Run 1, cells coloured by class:
Fill, decap, tap and diode cells in grey.
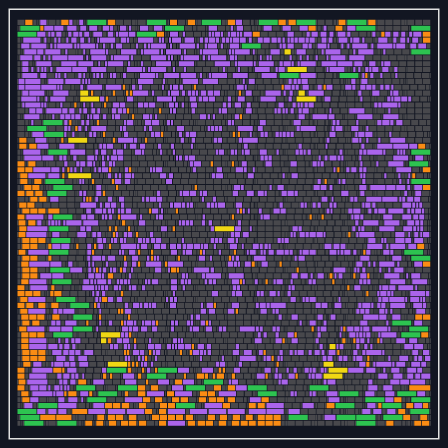
Run 1, placed standard cells:
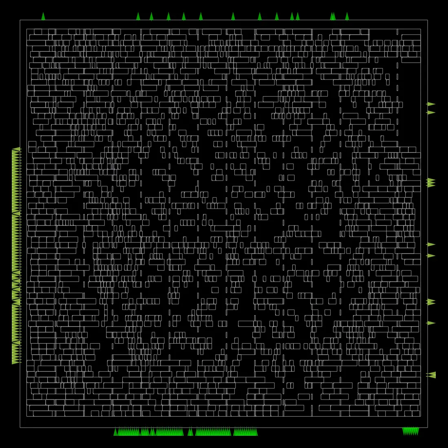
Run 1, M2 wires:
Cells faint in the background.
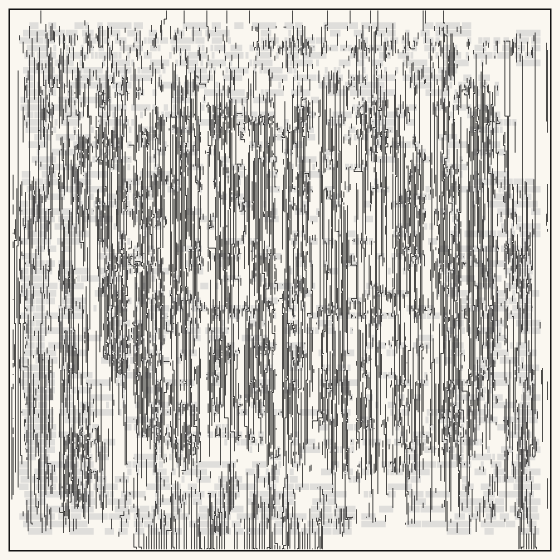
`config.mk`:
```
export PLATFORM = sky130hd
export DESIGN_NAME = booth_mult_arbiter
export DESIGN_NICKNAME = d
export VERILOG_FILES = /design/src/rtl/booth_mult_arbiter_pkg.sv /design/src/rtl/booth_mult_arbiter_booth.sv /design/src/rtl/booth_mult_arbiter_rr_arbiter.sv /design/src/rtl/booth_mult_arbiter.sv
export SDC_FILE = /design/constraint.sdc
export NUM_CORES = 1
export LEC_CHECK = 0
export CAP_MARGIN = 30
export CORE_MARGIN = 3
export CORE_UTILIZATION = 40
export DETAILED_ROUTE_END_ITERATION = 6
export GPL_TIMING_DRIVEN = 0
export PLACE_DENSITY = 0.7
export SLEW_MARGIN = 20
export SYNTH_ARGS = -nofsm -noshare
export SYNTH_HDL_FRONTEND = slang
export SYNTH_HIERARCHICAL = 1
export SYNTH_SLANG_ARGS = --single-unit
```
`constraint.sdc`:
```
create_clock -name clk -period 13.8 [get_ports clk]
set_input_delay 2.07 -clock clk [delete_from_list [all_inputs] [get_ports clk]]
set_output_delay 2.07 -clock clk [all_outputs]
set_load 0.05 [all_outputs]
```
`src/rtl/booth_mult_arbiter_pkg.sv`:
```
// ---------------------------------------------------------------------------
// mult_arb_pkg
//   Shared widths, operand/product types and a small round-robin helper for
//   the shared Booth multiplier arbiter and its sub-modules.
//   Contents:
//     DATA_W      operand width (fixed by the Booth multiplier)
//     PROD_W      full-precision product width (2*DATA_W)
//     operand_t   signed DATA_W-bit operand
//     product_t   signed PROD_W-bit product
//     wrap_inc()  next round-robin pointer after a winner index
// ---------------------------------------------------------------------------
package mult_arb_pkg;

  localparam int DATA_W = 16;
  localparam int PROD_W = 2 * DATA_W;

  typedef logic signed [DATA_W-1:0] operand_t;
  typedef logic signed [PROD_W-1:0] product_t;

  // The winner becomes lowest priority: the scan restarts one slot past it.
  function automatic int unsigned wrap_inc(input int unsigned idx, input int unsigned n);
    return (idx == n - 1) ? 0 : idx + 1;
  endfunction

endpackage

```
`src/rtl/booth_mult_arbiter_booth.sv`:
```
// ---------------------------------------------------------------------------
// Booth_Multiplier_Synth
//   Combinational radix-4 Booth multiplier, signed DATA_W x DATA_W -> PROD_W,
//   full precision with no rounding or saturation.
//   Ports:
//     multiplicand_i  operand_t  signed multiplicand a
//     multiplier_i    operand_t  signed multiplier b
//     product_o       product_t  signed product a*b
// ---------------------------------------------------------------------------
module Booth_Multiplier_Synth
  import mult_arb_pkg::*;
(
  input  operand_t multiplicand_i,
  input  operand_t multiplier_i,
  output product_t product_o
);

  product_t        a_ext;
  logic [DATA_W:0] b_ext;
  product_t        pp;
  product_t        acc;

  assign a_ext = {{(PROD_W - DATA_W){multiplicand_i[DATA_W-1]}}, multiplicand_i};
  // Implicit zero below the LSB of b, so every digit sees a 3-bit window.
  assign b_ext = {multiplier_i, 1'b0};

  // Each overlapping 3-bit window of b recodes to a digit in {-2,-1,0,+1,+2};
  // the partial products are summed modulo 2^PROD_W, which is exact because
  // the true product always fits in PROD_W signed bits.
  always_comb begin
    pp  = '0;
    acc = '0;
    for (int i = 0; i < DATA_W / 2; i++) begin
      case (b_ext[2*i +: 3])
        3'b001, 3'b010: pp = a_ext;
        3'b011:         pp = a_ext <<< 1;
        3'b100:         pp = -(a_ext <<< 1);
        3'b101, 3'b110: pp = -a_ext;
        default:        pp = '0;
      endcase
      acc = acc + (pp <<< (2 * i));
    end
  end

  assign product_o = acc;

endmodule

```
`src/rtl/booth_mult_arbiter_rr_arbiter.sv`:
```
// ---------------------------------------------------------------------------
// rr_arbiter
//   Combinational round-robin arbiter. Scans the request vector starting at
//   ptr_i and wrapping from N-1 back to 0; the first asserted request wins.
//   Ports:
//     req_i        [N-1:0]   request vector
//     ptr_i        [IW-1:0]  index with highest priority this cycle
//     grant_o      [N-1:0]   one-hot grant (all zero if no request)
//     grant_idx_o  [IW-1:0]  binary index of the granted request
//     any_o                  at least one request present
// ---------------------------------------------------------------------------
module rr_arbiter #(
  parameter  int N  = 4,
  localparam int IW = $clog2(N)
) (
  input  logic [N-1:0]  req_i,
  input  logic [IW-1:0] ptr_i,
  output logic [N-1:0]  grant_o,
  output logic [IW-1:0] grant_idx_o,
  output logic          any_o
);

  // Only the first hit in the rotated order is taken, so the grant stays
  // one-hot even when several requests are pending.
  always_comb begin : scan
    int cand;
    cand        = 0;
    grant_o     = '0;
    grant_idx_o = '0;
    any_o       = 1'b0;
    for (int k = 0; k < N; k++) begin
      cand = int'(ptr_i) + k;
      if (cand >= N) begin
        cand = cand - N;
      end
      if (!any_o && req_i[cand]) begin
        any_o         = 1'b1;
        grant_o[cand] = 1'b1;
        grant_idx_o   = IW'(cand);
      end
    end
  end

endmodule

```
`src/rtl/booth_mult_arbiter.sv`:
```
// ---------------------------------------------------------------------------
// booth_mult_arbiter
//   Shares one Booth_Multiplier_Synth between NUM_REQ requesters with a
//   round-robin grant and valid/ready handshakes on both sides. Two-stage
//   pipeline (operand register S1 -> multiplier -> result register S2),
//   one product per cycle, responses tagged with the issuing requester id.
//   Ports:
//     clk           system clock, rising edge
//     rst_n         asynchronous active-low reset
//     req_valid     per-requester operand valid
//     req_a/req_b   packed operands, slot i = [i*DATA_W +: DATA_W]
//     req_ready     one-hot grant; transfer = req_valid[i] & req_ready[i]
//     resp_valid    result register holds a product
//     resp_id       requester index of the product
//     resp_product  signed product a*b
//     resp_ready    consumer accepts the response this cycle
//     busy          either pipeline stage holds data
// ---------------------------------------------------------------------------
module booth_mult_arbiter
  import mult_arb_pkg::*;
#(
  parameter  int NUM_REQ = 4,
  localparam int ID_W    = $clog2(NUM_REQ)
) (
  input  logic                        clk,
  input  logic                        rst_n,
  input  logic [NUM_REQ-1:0]          req_valid,
  input  logic [NUM_REQ*DATA_W-1:0]   req_a,
  input  logic [NUM_REQ*DATA_W-1:0]   req_b,
  output logic [NUM_REQ-1:0]          req_ready,
  output logic                        resp_valid,
  output logic [ID_W-1:0]             resp_id,
  output product_t                    resp_product,
  input  logic                        resp_ready,
  output logic                        busy
);

  logic      s1_valid_q, s1_valid_d;
  operand_t  s1_a_q, s1_a_d;
  operand_t  s1_b_q, s1_b_d;
  logic [ID_W-1:0] s1_id_q, s1_id_d;

  logic      s2_valid_q, s2_valid_d;
  product_t  s2_prod_q, s2_prod_d;
  logic [ID_W-1:0] s2_id_q, s2_id_d;

  logic [ID_W-1:0] rr_ptr_q, rr_ptr_d;

  logic [NUM_REQ-1:0] arb_grant;
  logic [ID_W-1:0]    arb_idx;
  logic               arb_any;

  logic     adv1, adv2, s1_free, s2_free, accept;
  product_t mult_product;

  // A stage can take new data when empty or when its content leaves this
  // same cycle; that chaining is what gives full rate without bubbles.
  assign adv2    = s2_valid_q & resp_ready;
  assign s2_free = ~s2_valid_q | adv2;
  assign adv1    = s1_valid_q & s2_free;
  assign s1_free = ~s1_valid_q | adv1;

  rr_arbiter #(.N(NUM_REQ)) u_arb (
    .req_i       (req_valid),
    .ptr_i       (rr_ptr_q),
    .grant_o     (arb_grant),
    .grant_idx_o (arb_idx),
    .any_o       (arb_any)
  );

  // rst_n gates the grant so nothing is offered while reset is held.
  assign accept    = rst_n & s1_free & arb_any;
  assign req_ready = accept ? arb_grant : '0;

  Booth_Multiplier_Synth u_mult (
    .multiplicand_i (s1_a_q),
    .multiplier_i   (s1_b_q),
    .product_o      (mult_product)
  );

  // Next-state for both pipeline stages and the round-robin pointer.
  always_comb begin
    s1_valid_d = s1_valid_q;
    s1_a_d     = s1_a_q;
    s1_b_d     = s1_b_q;
    s1_id_d    = s1_id_q;
    s2_valid_d = s2_valid_q;
    s2_prod_d  = s2_prod_q;
    s2_id_d    = s2_id_q;
    rr_ptr_d   = rr_ptr_q;

    if (accept) begin
      s1_valid_d = 1'b1;
      s1_a_d     = req_a[int'(arb_idx)*DATA_W +: DATA_W];
      s1_b_d     = req_b[int'(arb_idx)*DATA_W +: DATA_W];
      s1_id_d    = arb_idx;
      rr_ptr_d   = ID_W'(wrap_inc(32'(arb_idx), NUM_REQ));
    end else if (adv1) begin
      s1_valid_d = 1'b0;
    end

    if (adv1) begin
      s2_valid_d = 1'b1;
      s2_prod_d  = mult_product;
      s2_id_d    = s1_id_q;
    end else if (adv2) begin
      s2_valid_d = 1'b0;
    end
  end

  always_ff @(posedge clk or negedge rst_n) begin
    if (!rst_n) begin
      s1_valid_q <= 1'b0;
      s1_a_q     <= '0;
      s1_b_q     <= '0;
      s1_id_q    <= '0;
      s2_valid_q <= 1'b0;
      s2_prod_q  <= '0;
      s2_id_q    <= '0;
      rr_ptr_q   <= '0;
    end else begin
      s1_valid_q <= s1_valid_d;
      s1_a_q     <= s1_a_d;
      s1_b_q     <= s1_b_d;
      s1_id_q    <= s1_id_d;
      s2_valid_q <= s2_valid_d;
      s2_prod_q  <= s2_prod_d;
      s2_id_q    <= s2_id_d;
      rr_ptr_q   <= rr_ptr_d;
    end
  end

  assign resp_valid   = s2_valid_q;
  assign resp_id      = s2_id_q;
  assign resp_product = s2_prod_q;
  assign busy         = s1_valid_q | s2_valid_q;

endmodule
```
==> summary.txt, run 1 <==
run results: distinct lib cells=81, # hold bufs at CTS=0, Post-CTS Resized=0, Tightest Pin Transition=0.959 ns, WL final=68400 um, Final period util=68.6%, Setup Crit Path Kind=flip-flop to flip-flop, status=complete, no violations, placed cell count=roughly 2400, Main logic family=AND-OR/OR-AND gates, area fraction in mux cells=14.0%, final hold viol count=0, final clock skew=roughly 0.0094 ns, CP Depth=30, crit end category=flip-flop, met3 usage=under 10%, GP Congestion=between 1 and 1.5, Worst R2R Setup Slack=4.33 ns, routed wl met3=5960 um, register share after synthesis=around 12%, simple share=between 10% and 20%, worst setup path endpoint=resp_product[31], Routed Antenna Nets=0, initial antenna violation count=0, met1 Resource Use GR=47.4%, Critical path origin=s1_a_q[0], Init Core Util=40.9%, met2 Usage GRT=56.6%, ys flops=72, top sig layer=met4, IO Port Bufs=about 170, Rel. slew slack=35.6%, 1st-iter DRT viols=1625, P&R area growth vs syn=18.4%, worst min-delay path class=flip-flop to flip-flop, Synth Cell Area=14700 um^2, delay-heaviest family, CP=adder cells, die width=just under 200 um, hold depth=1, R2R depth=30, chip area line of the yosys report=14700 um^2, Critical Path Source Type=flip-flop, M1 WL=approximately 29000 um, gr ovfl total=0, Tool Warnings=33, layout cells sized above 1=9.27%, max-slew violations=0, met2 WL post-DR=approximately 31000 um, post-DR wirelength/cell=28.5 um, DR DRC count=0, most frequent cell on the critical path=fa_1, asr flop ratio synth=100%, reg2reg start=s1_a_q[0], Root Buffer=clkbuf_16, Clock Sinks=72, RSZ-0062 raised after global routing=false, Total GRT Usage=35.2%, first-pass GRT wire length=100000 um, H-tree Lvls=3, Via Count=~15000, Tmin final=9.47 ns, yosys xor share=6.35%, clk_lat worst skew=around 0.38 ns, io pins=175, Crit Path Max Fanout=10, die area=between 30000 and 40000 um^2, Post-synth EDFFs=0, Max clock buf depth=2, number of global-route vias before repair=between 10000 and 15000, Critical Path AT=9.74 ns, Syn. warnings=6, worst path bufs/invs=9, Core Area=35800 um^2, DRT Pass-1 Iters=5, adder-cell share of the synthesized area=22.8%, Top cells excl fill/tap=173 x clkdlybuf4s50_1, 165 x nand2_1, 161 x o21ai_0, CP peak stage delay=0.56 ns, critical path required time=14.07 ns, Post-Syn Area per Cell=8.41 um^2, vias per inst=6.22, Top cell excl fill/tap=clkdlybuf4s50_1
About 'cells coloured by class':
colour	class	cells	share of their area
purple	combinational and other logic	1516	72%
green	flops	72	11%
orange	other buffers and delay cells	337	15%
yellow	clock drivers and dummy loads	16	1.9%

About 'placed standard cells':
Well Taps: 461
Seq/total area: 10.4%
final std cells w/o fill: 2403
std cell rows: 69
Filler cells: 3539

About 'M2 wires':
main direction	vertical
wire length on this layer	31.2 mm
share of all routed wire	46%

-- run 1: through the flow --
stage	cell area (um^2)	hold WS, ns	setup slack [ns]	utilization [%]
2_1_floorplan	14700	0.463	6.08	-
3_3_place_gp	17000	0.487	4.11	47.4
3_5_place_dp	17000	0.491	4.38	47.5
4_1_cts	17300	0.506	4.34	48.4
5_1_grt	17400	0.513	3.77	48.5
6_report	17400	0.505	4.33	48.5
-- run 1: synthesized netlist by cell type, types with 35 or more instances --
| library cell | number | area [um^2] |
|---|---|---|
| dfrtp_1 | 72 | 1800 |
| mux2_2 | 45 | 507 |
| nor2_1 | 106 | 398 |
| xnor2_1 | 73 | 639 |
| a21oi_1 | 140 | 701 |
| ha_1 | 58 | 726 |
| a22oi_1 | 35 | 263 |
| a21o_1 | 35 | 263 |
| fa_1 | 131 | 2620 |
| clkbuf_1 | 116 | 435 |
| a221oi_1 | 55 | 482 |
| o21ai_0 | 161 | 806 |
| nand2_1 | 165 | 619 |
| inv_1 | 159 | 597 |
-- run 1: final cells by class --
class,instances,area share [%]
Multi-Input combinational cell,1349,66.5
Clock buffer,10,1.38
Clock inverter,6,0.432
Buffer,157,4.01
Inverter,167,3.61
Sequential cell,72,10.4
Antenna cell,1,0.0144
Tap cell,461,3.32
Timing Repair Buffer,180,10.4
-- run 1: flip-flops by register name, indices dropped and copies added (netlist names) --
register      count
s1_a_q           16
s1_id_q           2
resp_valid        1
s1_b_q           16
resp_id           2
rr_ptr_q          2
resp_product     32
s1_valid_q        1
-- run 1: kinds of logic (layout without fill, tap and decap cells) --
group	Yosys count	count (layout)
DFF	72	72
adders and majority gates	189	189
muxes	138	138
xor gates and xnor gates	103	103
AOI/OAI and AO/OA	559	559
and+or+nand+nor	360	360
other	0	1
buffers and inverters	324	520
Run 1, met3 routing:
The bar under the picture is 50 um long.
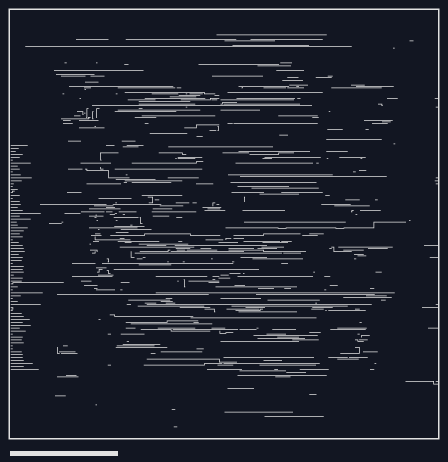

==> run 2, diff against run 1 <==
PLACE_DENSITY = 0.73   (was 0.7)
clock period = 7.8 ns   (was 13.8 ns; I/O delays follow)
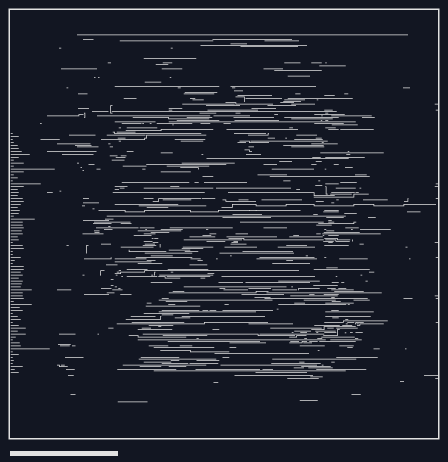
Run 2: met3 routing
The bar under the picture is 50 um long.
share of all routed wire	10%
longest straight run	153 um
Via Count: 15500
met3 usage: 7.83%
WL final: 68600 um

==> summary.txt, run 2 <==
run results: register share after synthesis=12.3%, top cells by count=165 x nand2_1, 161 x o21ai_0, 159 x inv_1, Routed Antenna Nets=0, GP Congestion=about 1.0, final clock skew=0.0132 ns, Top FF cell, synth=dfrtp_1, final hold viol count=0, Total GRT Usage=roughly a third, crit end category=flip-flop, routed wl met3=7090 um, die height=approximately 200 um, Max clock buf depth=2, # nets final=2289, distinct lib cells=about 80, worst min-delay path class=flip-flop to flip-flop, Tightest Pin Transition=1.09 ns, M1 WL=~27000 um, DRT Pass-1 Iters=6, Critical Path AT=7.85 ns, vias per inst=approximately 6.4, Worst R2R Setup Slack=0.21 ns, asr flop ratio synth=100%, Achievable Freq=132 MHz, Root Buffer=clkbuf_16, status=complete, no violations, 1st-iter DRT viols=1976, Init Core Util=40.9%, Area contributors post-synth=fa_1 18%, dfrtp_1 12%, o21ai_0 5.5%, ha_1 4.9%, a21oi_1 4.8%, Comb gate area=12000 um^2, gr ovfl total=0, Filler cells=roughly 3400, H-tree Lvls=3, diodes inserted=0, count leader, synth=nand2_1, top sig layer=met4, Final period util=97.3%, Syn. warnings=6, ys flops=72, worst setup path endpoint=resp_product[29], max reg flops=32, R2R depth=30, max-slew violations=0, CTS Buf Count=9, Tmin final=7.59 ns, Top cell excl fill/tap=clkdlybuf4s50_1, initial antenna violation count=0, largest area contributor in the netlist=fa_1, Hold EP=resp_product[8], met2 Usage GRT=approximately 56%, Top cells excl fill/tap=173 x clkdlybuf4s50_1, 161 x nand2_1, 158 x inv_1, hold_ws=between 0.5 and 0.6 ns, first-pass GRT wire length=101000 um, Setup Crit Path Kind=flip-flop to flip-flop, post-DR wirelength/cell=28.2 um, DR DRC count=0, Post-Syn Area per Cell=8.41 um^2, met1 Resource Use GR=45.8%, die area=around 39000 um^2, Critical path origin=s1_a_q[0], CP peak stage delay=0.53 ns, Setup Viol. Count Final=0, placed cell count=~2400, met2 WL post-DR=30400 um, Top cell area share=17.9%, die width=197 um, layout cells sized above 1=14.8%, Tool Warnings=33, clk_lat worst skew=0.38 ns, hold depth=1, Critical Path Source Type=flip-flop, Post-synth EDFFs=0, Clock Sinks=72, IO Port Bufs=between 150 and 200, Synth Cell Area=~15000 um^2, Crit Path Max Fanout=10, # hold bufs at CTS=0, final std cells w/o fill=2430, std cell rows=69, critical path required time=8.07 ns, io pins=roughly 180, Rel. slew slack=a little over a quarter, chip area line of the yosys report=14700 um^2, number of global-route vias before repair=15300, P&R area growth vs syn=23.6%, Reg area=1800 um^2, Core Area=35800 um^2, reg2reg start=s1_a_q[0]
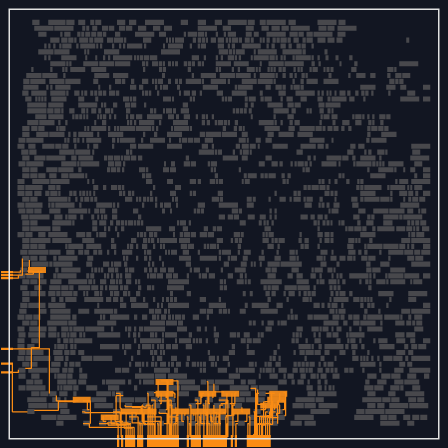
Run 2: wires at chosen ports, followed through buffers
colour	port	direction	end cells	buffers	wire
orange	req_a	input	16	64	1470 um

[run 2: cell counts after synthesis]
No cell type changed its count.
[run 2: final cells by class]
type	count	area share (%)
Clock inverter	6	0.387
Inverter	167	3.51
Sequential cell	72	9.94
Tap cell	461	3.18
Clock buffer	9	1.24
Multi-Input combinational cell	1349	66.0
Buffer	153	4.31
Timing Repair Buffer	213	11.5
[run 2: timing repair]
item,in CTS,in global routing
gates resized,81,57
buffers inserted,22,8
hold endpoints to repair,0,0
pin swaps,17,26
endpoints found under the setup margin,19,7
gates cloned,0,1
[run 2: cell families after synthesis]
| family | after synthesis | share of synthesized area (%) |
|---|---|---|
| fa+ha+maj | 189 | 22.8 |
| flops | 72 | 12.3 |
| xor+xnor | 103 | 6.35 |
| compound gates | 559 | 24.6 |
| simple gates | 360 | 10.9 |
| mux | 138 | 14.0 |
| buf+inv | 324 | 9.02 |
[run 2: metrics by stage]
step | util, % | TNS (ns) | area (um^2) | worst slack, ns
2_1_floorplan | - | 0 | 14700 | 0.0832
3_5_place_dp | 47.6 | -17.95 | 17100 | -1.68
4_1_cts | 49.8 | 0 | 17800 | 0.0196
5_1_grt | 50.6 | -0.0135 | 18100 | -0.0135
6_report | 50.6 | 0 | 18100 | 0.214
3_3_place_gp | 47.4 | -22.37 | 17000 | -2.00
[run 2: critical path, delay by kind of cell (launching register included)]
kind,cells,cell delay [ns]
adders and majority gates,6,2.55
AOI/OAI and AO/OA,11,2.14
xor gates and xnor gates,2,0.29
buffers and inverters,7,1.26
and+or+nand+nor,3,0.55
muxes,1,0.27
DFF,1,0.39
Run 2, cells coloured by class:
Fill, decap, tap and diode cells in grey.
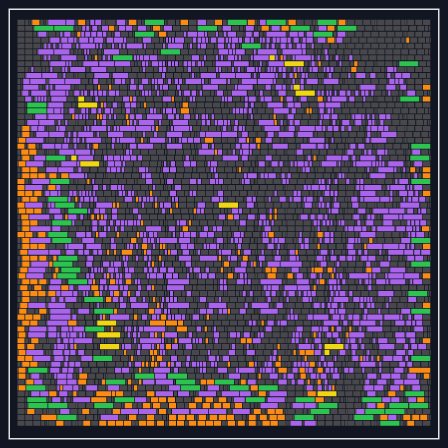

==> run 3, diff against run 2 <==
CAP_MARGIN = unset   (was 30)
CTS_BUF_LIST = sky130_fd_sc_hd__clkbuf_4 sky130_fd_sc_hd__clkbuf_8   (was unset)
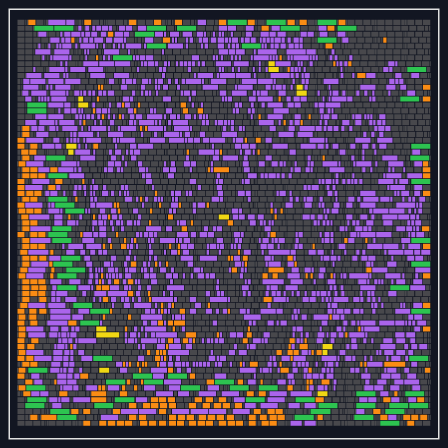
Run 3: cells coloured by class
Fill, decap, tap and diode cells in grey.
colour	class	cells	share of their area
orange	other buffers and delay cells	365	16%
yellow	clock drivers and dummy loads	15	1.1%
purple	combinational and other logic	1516	72%
green	flops	72	10%
Seq/total area: 9.99%
end-of-flow core utilization: 50.4%
Core Area: 35800 um^2
final instance area: 18100 um^2

==> summary.txt, run 3 <==
run results: count leader, synth=nand2_1, DRT Pass-1 Iters=6, die height=197 um, Post-Syn Area per Cell=8.41 um^2, Area contributors post-synth=fa_1 18%, dfrtp_1 12%, o21ai_0 5.5%, ha_1 4.9%, a21oi_1 4.8%, Top cell excl fill/tap=clkdlybuf4s50_1, first-pass GRT wire length=101000 um, Crit Path Max Fanout=10, Rel. slew slack=31.4%, largest area contributor in the netlist=fa_1, # hold bufs at CTS=0, Critical Path Source Type=flip-flop, max reg flops=32, 1st-iter DRT viols=2142, Fin Setup TNS=0 ns, Post-CTS Resized=around 64, Clock Sinks=72, gr ovfl total=0, hold_ws=0.509 ns, met2 WL post-DR=around 30000 um, Root Buffer=clkbuf_8, R2R depth=27, Place WS=-1.93 ns, reg2reg start=s1_a_q[7], Tmin final=between 7 and 8 ns, Hold EP=resp_product[1], Achievable Freq=131 MHz, CTS Buf Count=9, Final period util=between 90% and 100%, delay-heaviest family, CP=adder cells, Top cell area share=17.9%, crit end category=flip-flop, worst path bufs/invs=4, placed cell count=approximately 2400, IO Port Bufs=between 150 and 200, Setup Buffers After CTS=19, Max clock buf depth=2, std cell rows=69, die width=197 um, initial antenna violation count=0, chip area line of the yosys report=14700 um^2, asr flop ratio synth=100%, # nets final=2288, H-tree Lvls=3, Critical Path AT=7.96 ns, status=complete, no violations
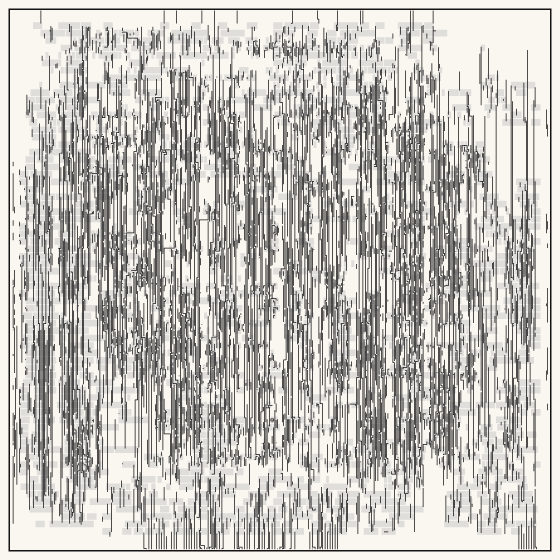
Run 3: M2 wires
Cells faint in the background.
share of all routed wire	45%
longest straight run	95.9 um
wire length on this layer	30.7 mm
main direction	vertical
nets with wire on the layer	1930
met2 Usage GRT: 55.3%
Via Count: 15400
WL final: 68500 um

==> run 3: cell counts after synthesis <==
Identical to the previous run, type by type.
==> run 3: cells by family (layout without fill, tap and decap cells) <==
family	Yosys count	count (layout)	share of synthesized area, %
AOI/OAI and AO/OA	559	559	24.6
and+or+nand+nor	360	360	10.9
buffers and inverters	324	547	9.02
adders and majority gates	189	189	22.8
muxes	138	138	14.0
xor gates and xnor gates	103	103	6.35
DFF	72	72	12.3
==> run 3: how the worst max path moves through the flow <==
stage / from / endpoint / slack, ns / depth (start not counted)
6_report: s1_a_q[7] / resp_product[31] / 0.17 / 27
5_1_grt: s1_a_q[0] / resp_product[31] / -0.02 / 28
4_1_cts: s1_a_q[0] / resp_product[31] / -0.06 / 28
3_5_place_dp: s1_a_q[0] / resp_product[31] / -1.93 / 28
3_3_place_gp: s1_a_q[0] / resp_product[31] / -2.00 / 26
2_1_floorplan: s1_a_q[0] / resp_product[31] / 0.08 / 30
==> run 3: per-layer routing <==
layer | up-vias | global-route usage (%)
met3 | 195 | 7.23
met2 | 1009 | 55.3
met1 | 7565 | 46.3
li1 | 6622 | -
met5 | - | 0
met4 | 0 | 16.6
==> run 3: layout make-up <==
cell class	instances	area (um^2)	area share, %
flip-flops and latches	72	1800	9.99
plain buffers	153	769	4.26
clock inverters	6	70.1	0.388
well taps	461	577	3.20
inverters	167	637	3.53
clock buffers	9	124	0.686
multi-input cells	1349	12000	66.4
repair buffers	212	2080	11.5
